run_1/metal_stack.png
Scale bar: 20 um.
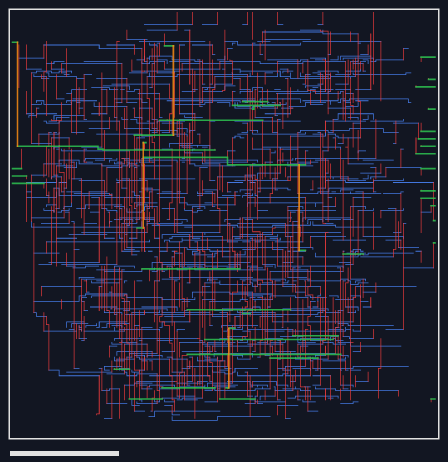
run_1/final_clocks.png
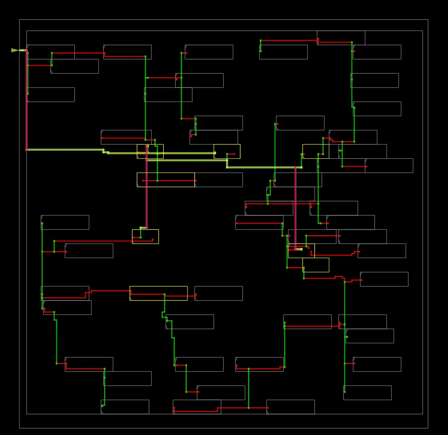
run_1/port_nets.png
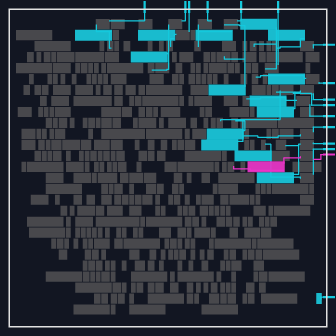
File: config.mk
export PLATFORM = sky130hd
export DESIGN_NAME = melody_sequencer
export DESIGN_NICKNAME = d
export VERILOG_FILES = /design/src/rtl/melody_sequencer.sv
export SDC_FILE = /design/constraint.sdc
export NUM_CORES = 1
export LEC_CHECK = 0
export ABC_AREA = 1
export CAP_MARGIN = 40
export CORE_UTILIZATION = 55
export DETAILED_ROUTE_END_ITERATION = 7
export PLACE_DENSITY = 0.76
export REMOVE_ABC_BUFFERS = 1
export SLEW_MARGIN = 20
export SYNTH_ARGS = -nofsm -noshare
export SYNTH_HDL_FRONTEND = slang
export SYNTH_SLANG_ARGS = --single-unit
export TNS_END_PERCENT = 30
File: constraint.sdc
create_clock -name clk_i -period 2.6 [get_ports clk_i]
set_input_delay 0.78 -clock clk_i [delete_from_list [all_inputs] [get_ports clk_i]]
set_output_delay 0.78 -clock clk_i [all_outputs]
set_load 0.005 [all_outputs]
File: src/rtl/melody_sequencer.sv
// melody_sequencer: walks a fixed {note, beats} song ROM and presents the
// tone generator's half-period reload, tone enable and note strobe, with a
// short silent gap closing every note.
module melody_sequencer #(
    parameter int unsigned BEAT_TICKS = 4_000_000,
    parameter int unsigned GAP_TICKS  = 160_000
) (
    input  logic        clk_i,
    input  logic        rst_i,
    input  logic        play_i,
    input  logic        stop_i,
    input  logic        loop_i,
    output logic [14:0] half_period_o,
    output logic        tone_en_o,
    output logic [3:0]  note_idx_o,
    output logic        note_strobe_o,
    output logic        busy_o
);

    localparam int unsigned       TICK_W      = $clog2(BEAT_TICKS);
    localparam logic [TICK_W-1:0] TICK_RELOAD = TICK_W'(BEAT_TICKS - 1);
    localparam logic [TICK_W-1:0] TICK_GAP    = TICK_W'(GAP_TICKS);
    localparam logic [TICK_W-1:0] TICK_ONE    = TICK_W'(1);

    typedef enum logic [1:0] {
        IDLE,
        FETCH,
        SOUND,
        GAP
    } state_e;

    state_e            state_q, state_d;
    logic [2:0]        ptr_q, ptr_d;
    logic [3:0]        beat_cnt_q, beat_cnt_d;
    logic [TICK_W-1:0] tick_cnt_q, tick_cnt_d;
    logic [14:0]       half_period_q, half_period_d;
    logic              tone_en_q, tone_en_d;
    logic [3:0]        note_idx_q, note_idx_d;
    logic              note_strobe_q, note_strobe_d;

    logic [7:0]        rom_entry;
    logic [3:0]        rom_note;
    logic [3:0]        rom_beats;
    logic [14:0]       rom_hp;

    // Half-period reload in 16 MHz clocks for each note code; anything else is a rest.
    function automatic logic [14:0] note_hp(input logic [3:0] note);
        case (note)
            4'd1:    return 15'd30578;
            4'd2:    return 15'd27242;
            4'd3:    return 15'd24270;
            4'd4:    return 15'd22908;
            4'd5:    return 15'd20408;
            4'd6:    return 15'd18182;
            4'd7:    return 15'd16198;
            4'd8:    return 15'd15289;
            default: return 15'd0;
        endcase
    endfunction

    // Song ROM: {note, beats}; beats = 0 marks the end of the song.
    always_comb begin
        case (ptr_q)
            3'd0:    rom_entry = {4'd1, 4'd1};
            3'd1:    rom_entry = {4'd1, 4'd1};
            3'd2:    rom_entry = {4'd5, 4'd1};
            3'd3:    rom_entry = {4'd5, 4'd1};
            3'd4:    rom_entry = {4'd6, 4'd1};
            3'd5:    rom_entry = {4'd6, 4'd1};
            3'd6:    rom_entry = {4'd5, 4'd2};
            default: rom_entry = 8'h00;
        endcase
    end

    assign rom_note  = rom_entry[7:4];
    assign rom_beats = rom_entry[3:0];
    assign rom_hp    = note_hp(rom_note);

    // Next-state and next-output logic; outputs are registered alongside the state.
    always_comb begin
        state_d       = state_q;
        ptr_d         = ptr_q;
        beat_cnt_d    = beat_cnt_q;
        tick_cnt_d    = tick_cnt_q;
        half_period_d = half_period_q;
        tone_en_d     = tone_en_q;
        note_idx_d    = note_idx_q;
        note_strobe_d = 1'b0;

        case (state_q)
            IDLE: begin
                if (play_i && !stop_i) begin
                    state_d = FETCH;
                    ptr_d   = '0;
                end
            end
            FETCH: begin
                if (rom_beats == 4'd0) begin
                    if (loop_i) begin
                        ptr_d = '0;
                    end else begin
                        state_d = IDLE;
                    end
                end else begin
                    state_d       = SOUND;
                    beat_cnt_d    = rom_beats;
                    tick_cnt_d    = TICK_RELOAD;
                    half_period_d = rom_hp;
                    note_idx_d    = rom_note;
                    tone_en_d     = (rom_hp != 15'd0);
                    note_strobe_d = 1'b1;
                end
            end
            SOUND: begin
                if (beat_cnt_q == 4'd1 && tick_cnt_q == TICK_GAP) begin
                    state_d    = GAP;
                    tone_en_d  = 1'b0;
                    tick_cnt_d = tick_cnt_q - TICK_ONE;
                end else if (tick_cnt_q == '0) begin
                    tick_cnt_d = TICK_RELOAD;
                    beat_cnt_d = beat_cnt_q - 4'd1;
                end else begin
                    tick_cnt_d = tick_cnt_q - TICK_ONE;
                end
            end
            GAP: begin
                if (tick_cnt_q == '0) begin
                    state_d = FETCH;
                    ptr_d   = ptr_q + 3'd1;
                end else begin
                    tick_cnt_d = tick_cnt_q - TICK_ONE;
                end
            end
            default: state_d = IDLE;
        endcase

        // STOP aborts from any active state.
        if (state_q != IDLE && stop_i) begin
            state_d = IDLE;
            ptr_d   = '0;
        end

        // Everything the tone generator sees is silent while idle.
        if (state_d == IDLE) begin
            half_period_d = '0;
            tone_en_d     = 1'b0;
            note_idx_d    = '0;
            note_strobe_d = 1'b0;
        end
    end

    // State, counters and output registers with asynchronous reset.
    always_ff @(posedge clk_i or posedge rst_i) begin
        if (rst_i) begin
            state_q       <= IDLE;
            ptr_q         <= '0;
            beat_cnt_q    <= '0;
            tick_cnt_q    <= '0;
            half_period_q <= '0;
            tone_en_q     <= 1'b0;
            note_idx_q    <= '0;
            note_strobe_q <= 1'b0;
        end else begin
            state_q       <= state_d;
            ptr_q         <= ptr_d;
            beat_cnt_q    <= beat_cnt_d;
            tick_cnt_q    <= tick_cnt_d;
            half_period_q <= half_period_d;
            tone_en_q     <= tone_en_d;
            note_idx_q    <= note_idx_d;
            note_strobe_q <= note_strobe_d;
        end
    end

    assign half_period_o = half_period_q;
    assign tone_en_o     = tone_en_q;
    assign note_idx_o    = note_idx_q;
    assign note_strobe_o = note_strobe_q;
    assign busy_o        = (state_q != IDLE);

endmodule

==> Table 3: Implementation characteristics, run 1 <==
Physical design parameters

Parameter                              Value

Setup path
  Critical Path Sink Type    output port
  Critical Path AT    1.71 ns
  Cell count along the critical path    4
  Slack of the worst reg-to-reg path    0.40 ns
  Capture point of the critical path    busy_o
  Most Frequent Cell on Critical Path    inv_1
  Number of buffer and inverter instances along the worst setup path    3

Global route
  Global routing usage on met1    33.7%
  Antenna violations before repair    0
  Met3 track utilization from global routing    3.84%
  Via count of the first global-routing pass    2612
  Wire length of the first global-routing pass    11.7 mm
  Met2 routing resource usage after global routing    37.9%
  Overflow after GRT    0
  Maximum number of pins on one net before global-route repair    51

Cells and area
  Comb area    1660 um2
  Non-clock buffer contribution to total cell area    9.22%
  Area occupied by registers    1250 um2
  Clock network area share    3.86%
  Final cell utilization of the core    66.2%
  Clkbuf count    6

Route
  Per-cell via count in the routed design    5.28
  Residual DRC    0
  Iteration tally of the first detailed-router pass    4
  Met2 layer wire length in the routed design    2.97 mm

CTS
  Root Buffer    clkbuf_8
  CTS buffer count    5

Pwr
  Power drawn by the combinational cells    1.70 mW
  Power consumed by sequential cells    0.991 mW
  Top power consumer group    combinational cells
  Net switching fraction of the power    41.8%

Synthesis
  Post-synth seq share    39.1%
  Number of flops mapped to enable cells by yosys    0
  Register bit count reported by yosys    50
  Syn Inst Count    414
  Post-synthesis share of cell area spent on and, or, nand and nor gates    36.2%
  Xor/xnor share    1.37%

Final timing
  Number of hold violations in the final report    0
  Worst setup skew after layout    0.0119 ns
  Hold WS    0.502 ns
  Final count of negative-setup-slack endpoints    0
  Setup_tns    0 ns

Die
  Number of standard-cell rows in the floorplan    27
  Tap Count    72
  Die extent in y    78.3 um

Job
  Tally of max-capacitance violations    0

Place
  Routability congestion estimate    0.927

Status
  Outcome    completed
## Picture notes: metal_stack.png
legend:
  red:
    layer: met2
    wire_length: 2970 um
  blue:
    layer: met1
    wire_length: 3240 um
  green:
    layer: met3
    wire_length: 289 um
  orange:
    layer: met4
    wire_length: 77.5 um
post-detailed-route wirelength per cell: 12.7 um
detailed-route via count: 2737
Total Routed Length: 6.57 mm

## Picture notes: final_clocks.png
insertion delay of the later-clocked pin in the worst-skew pair: 0.31 ns
seq_cells: 50

## Picture notes: port_nets.png
legend:
  cyan:
    port: `half_period_o`
    direction: output
    edge: 9 right, 6 top
    end_cells: 15
    buffers: 14
    wire: 295 um
  magenta:
    port: `tone_en_o`
    direction: output
    edge: right
    end_cells: 1
    buffers: 1
    wire: 23.0 um
Port Buf Inserts: 24
io pins: 27

-- run 1: worst min path at each step --
| stage | start | to | slack [ns] | depth (start not counted) |
|---|---|---|---|---|
| after floorplan | tick_cnt_q[0] | tick_cnt_q[0] | 0.47 | 2 |
| after global placement | half_period_o[9] | half_period_o[9] | 0.48 | 1 |
| after detailed placement | half_period_o[4] | half_period_o[4] | 0.49 | 2 |
| after CTS | half_period_o[4] | half_period_o[4] | 0.51 | 2 |
| after global routing | half_period_o[13] | half_period_o[13] | 0.54 | 2 |
| final | half_period_o[4] | half_period_o[4] | 0.50 | 2 |
-- run 1: flip-flops by register name, indices dropped and copies added (netlist names) --
register	flops
tone_en_o	1
beat_cnt_q	4
note_idx_o	3
note_strobe_o	1
ptr_q	3
state_q	2
half_period_o	14
tick_cnt_q	22
==> run 1 -> run 2 <==
--- a/config.mk
+++ b/config.mk
@@ -9,6 +9,7 @@
 export CAP_MARGIN = 40
 export CORE_UTILIZATION = 55
 export DETAILED_ROUTE_END_ITERATION = 7
+export GPL_TIMING_DRIVEN = 1
 export PLACE_DENSITY = 0.76
 export REMOVE_ABC_BUFFERS = 1
 export SLEW_MARGIN = 20
==> Table 3: Implementation characteristics, run 2 <==
Physical design parameters

Parameter                              Value

Status
  Outcome    completed

Global route
  Met2 routing resource usage after global routing    37.9% (unchanged)
  Maximum number of pins on one net before global-route repair    51 (unchanged)
  Via count of the first global-routing pass    2612 (unchanged)
  Overflow after GRT    0 (unchanged)
  Wire length of the first global-routing pass    11.7 mm (unchanged)
  Antenna violations before repair    0 (unchanged)
  Global routing usage on met1    33.7% (unchanged)
  Met3 track utilization from global routing    3.84% (unchanged)

CTS
  CTS buffer count    5 (unchanged)
  Number of post-CTS setup repair buffers    0
  Insertion delay of the later-clocked pin in the worst-skew pair    0.31 ns (about the same)
  Maximum buffer depth of the clock tree    2
  Root Buffer    clkbuf_8

Cells and area
  Clkbuf count    6 (unchanged)
  Area occupied by registers    1250 um2 (unchanged)
  Seq_cells    50 (unchanged)
  Flip-flop count of the largest register, all copies and words added    22 (unchanged)
  Area-dominant class    multi-input combinational cells
  Non-Clock Buffer Count    34
  Comb area    1660 um2 (unchanged)
  Non-clock buffer contribution to total cell area    9.22% (unchanged)
  Most flop-heavy register    tick_cnt_q
  Final cell utilization of the core    66.2% (unchanged)
  Clock network area share    3.86% (unchanged)
  Most used cells in the layout excluding fill and tap cells    nand2_1 (86), inv_1 (52), dfrtp_1 (49)

Route
  Iteration tally of the first detailed-router pass    4 (unchanged)
  Post-detailed-route wirelength per cell    12.7 um (unchanged)
  Detailed-route via count    2737 (unchanged)
  Per-cell via count in the routed design    5.28 (unchanged)
  Met2 layer wire length in the routed design    2.97 mm (unchanged)
  Residual DRC    0 (unchanged)
  Total Routed Length    6.57 mm (unchanged)

Final timing
  Hold WS    0.502 ns (unchanged)
  Final count of negative-setup-slack endpoints    0 (unchanged)
  Worst setup skew after layout    0.0119 ns (unchanged)
  Final critical delay including setup and external delays    2.49 ns
  Number of hold violations in the final report    0 (unchanged)
  Setup_tns    0 ns (unchanged)

Worst hold path
  Hold Path End    half_period_o[4]
  Number of cells on the worst hold path    2 (unchanged)
  Worst Hold Launch    half_period_o[4]

Synthesis
  Register bit count reported by yosys    50 (unchanged)
  Per-instance average area after synthesis    7.74 um2
  Number of library cell types mapped by synthesis    35
  Syn Inst Count    414 (unchanged)
  Post-synthesis share of cell area spent on and, or, nand and nor gates    36.2% (unchanged)
  Xor/xnor share    1.37% (unchanged)
  Post-synth seq share    39.1% (unchanged)
  Number of flops mapped to enable cells by yosys    0 (unchanged)
  Cell total in the yosys stat output    414

Place
  Number of placed instances, taps included    507
  Routability congestion estimate    0.927 (unchanged)
  Port Buf Inserts    24 (unchanged)

Setup path
  Slack of the worst reg-to-reg path    0.40 ns (about the same)
  Worst r2r dst    tick_cnt_q[11]
  Most Frequent Cell on Critical Path    inv_1
  Number of buffer and inverter instances along the worst setup path    3 (unchanged)
  Critical Path AT    1.71 ns (about the same)
  Critical Path Sink Type    output port

Job
  Tally of max-capacitance violations    0 (unchanged)

Die
  Tap Count    72 (unchanged)
  Io pins    27 (unchanged)
  Die extent in y    78.3 um (unchanged)
  Die Area    6130 um2
  Number of standard-cell rows in the floorplan    27 (unchanged)

Pwr
  Power share of the combinational group    50.4%
  Net switching fraction of the power    41.8% (unchanged)
  Top power consumer group    combinational cells
  Share of power burned in registers    29.5%
  Leakage    1.72 nW
  Power drawn by the combinational cells    1.70 mW (about the same)
  Power consumed by sequential cells    0.991 mW (about the same)
  Cell-internal power    1.96 mW
-- run 2: cell counts after synthesis --
No cell type changed its count.
-- run 2: worst min-delay path, cell delays in order, from the launching register on --
cell	delay, ns
dfrtp_1	0.35
nand3_1	0.07
nand2_1	0.06
-- run 2: how the worst max path moves through the flow --
stage | from | slack (ns) | endpoint | depth (start not counted)
floorplan | ptr_q[0] | 0.51 | tick_cnt_q[12] | 13
global placement | stop_i | 0.32 | tone_en_o | 10
detailed placement | stop_i | 0.24 | tone_en_o | 10
CTS | state_q[0] | 0.01 | busy_o | 4
global route | state_q[0] | 0.04 | busy_o | 4
finish | state_q[0] | 0.11 | busy_o | 4
run_2/port_nets.png
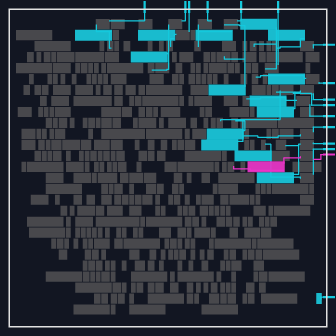
legend:
  magenta:
    port: `tone_en_o`
    direction: output
    edge: right
    end_cells: 1
    buffers: 1
    wire: 23.0 um
  cyan:
    port: `half_period_o`
    direction: output
    edge: 9 right, 6 top
    end_cells: 15
    buffers: 14
    wire: 295 um

run_2/drive_strength.png
Scale bar: 20 um.
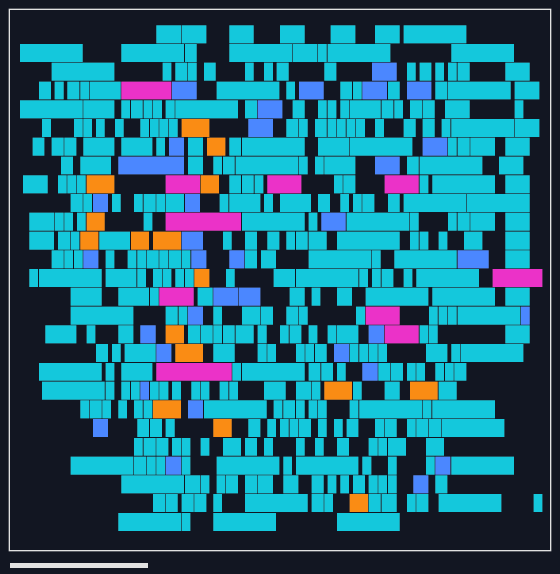
legend:
  orange:
    size: drive 3 to 4
    cells: 16
    share: 3.6%
    most_used: buf_4
  magenta:
    size: drive 6 and up
    cells: 10
    share: 2.2%
    most_used: clkbuf_8
  cyan:
    size: drive 1 or less
    cells: 386
    share: 87%
    most_used: nand2_1
  blue:
    size: drive 2
    cells: 34
    share: 7.6%
    most_used: nand3_2

Power is estimated from default activity; no workload was simulated.
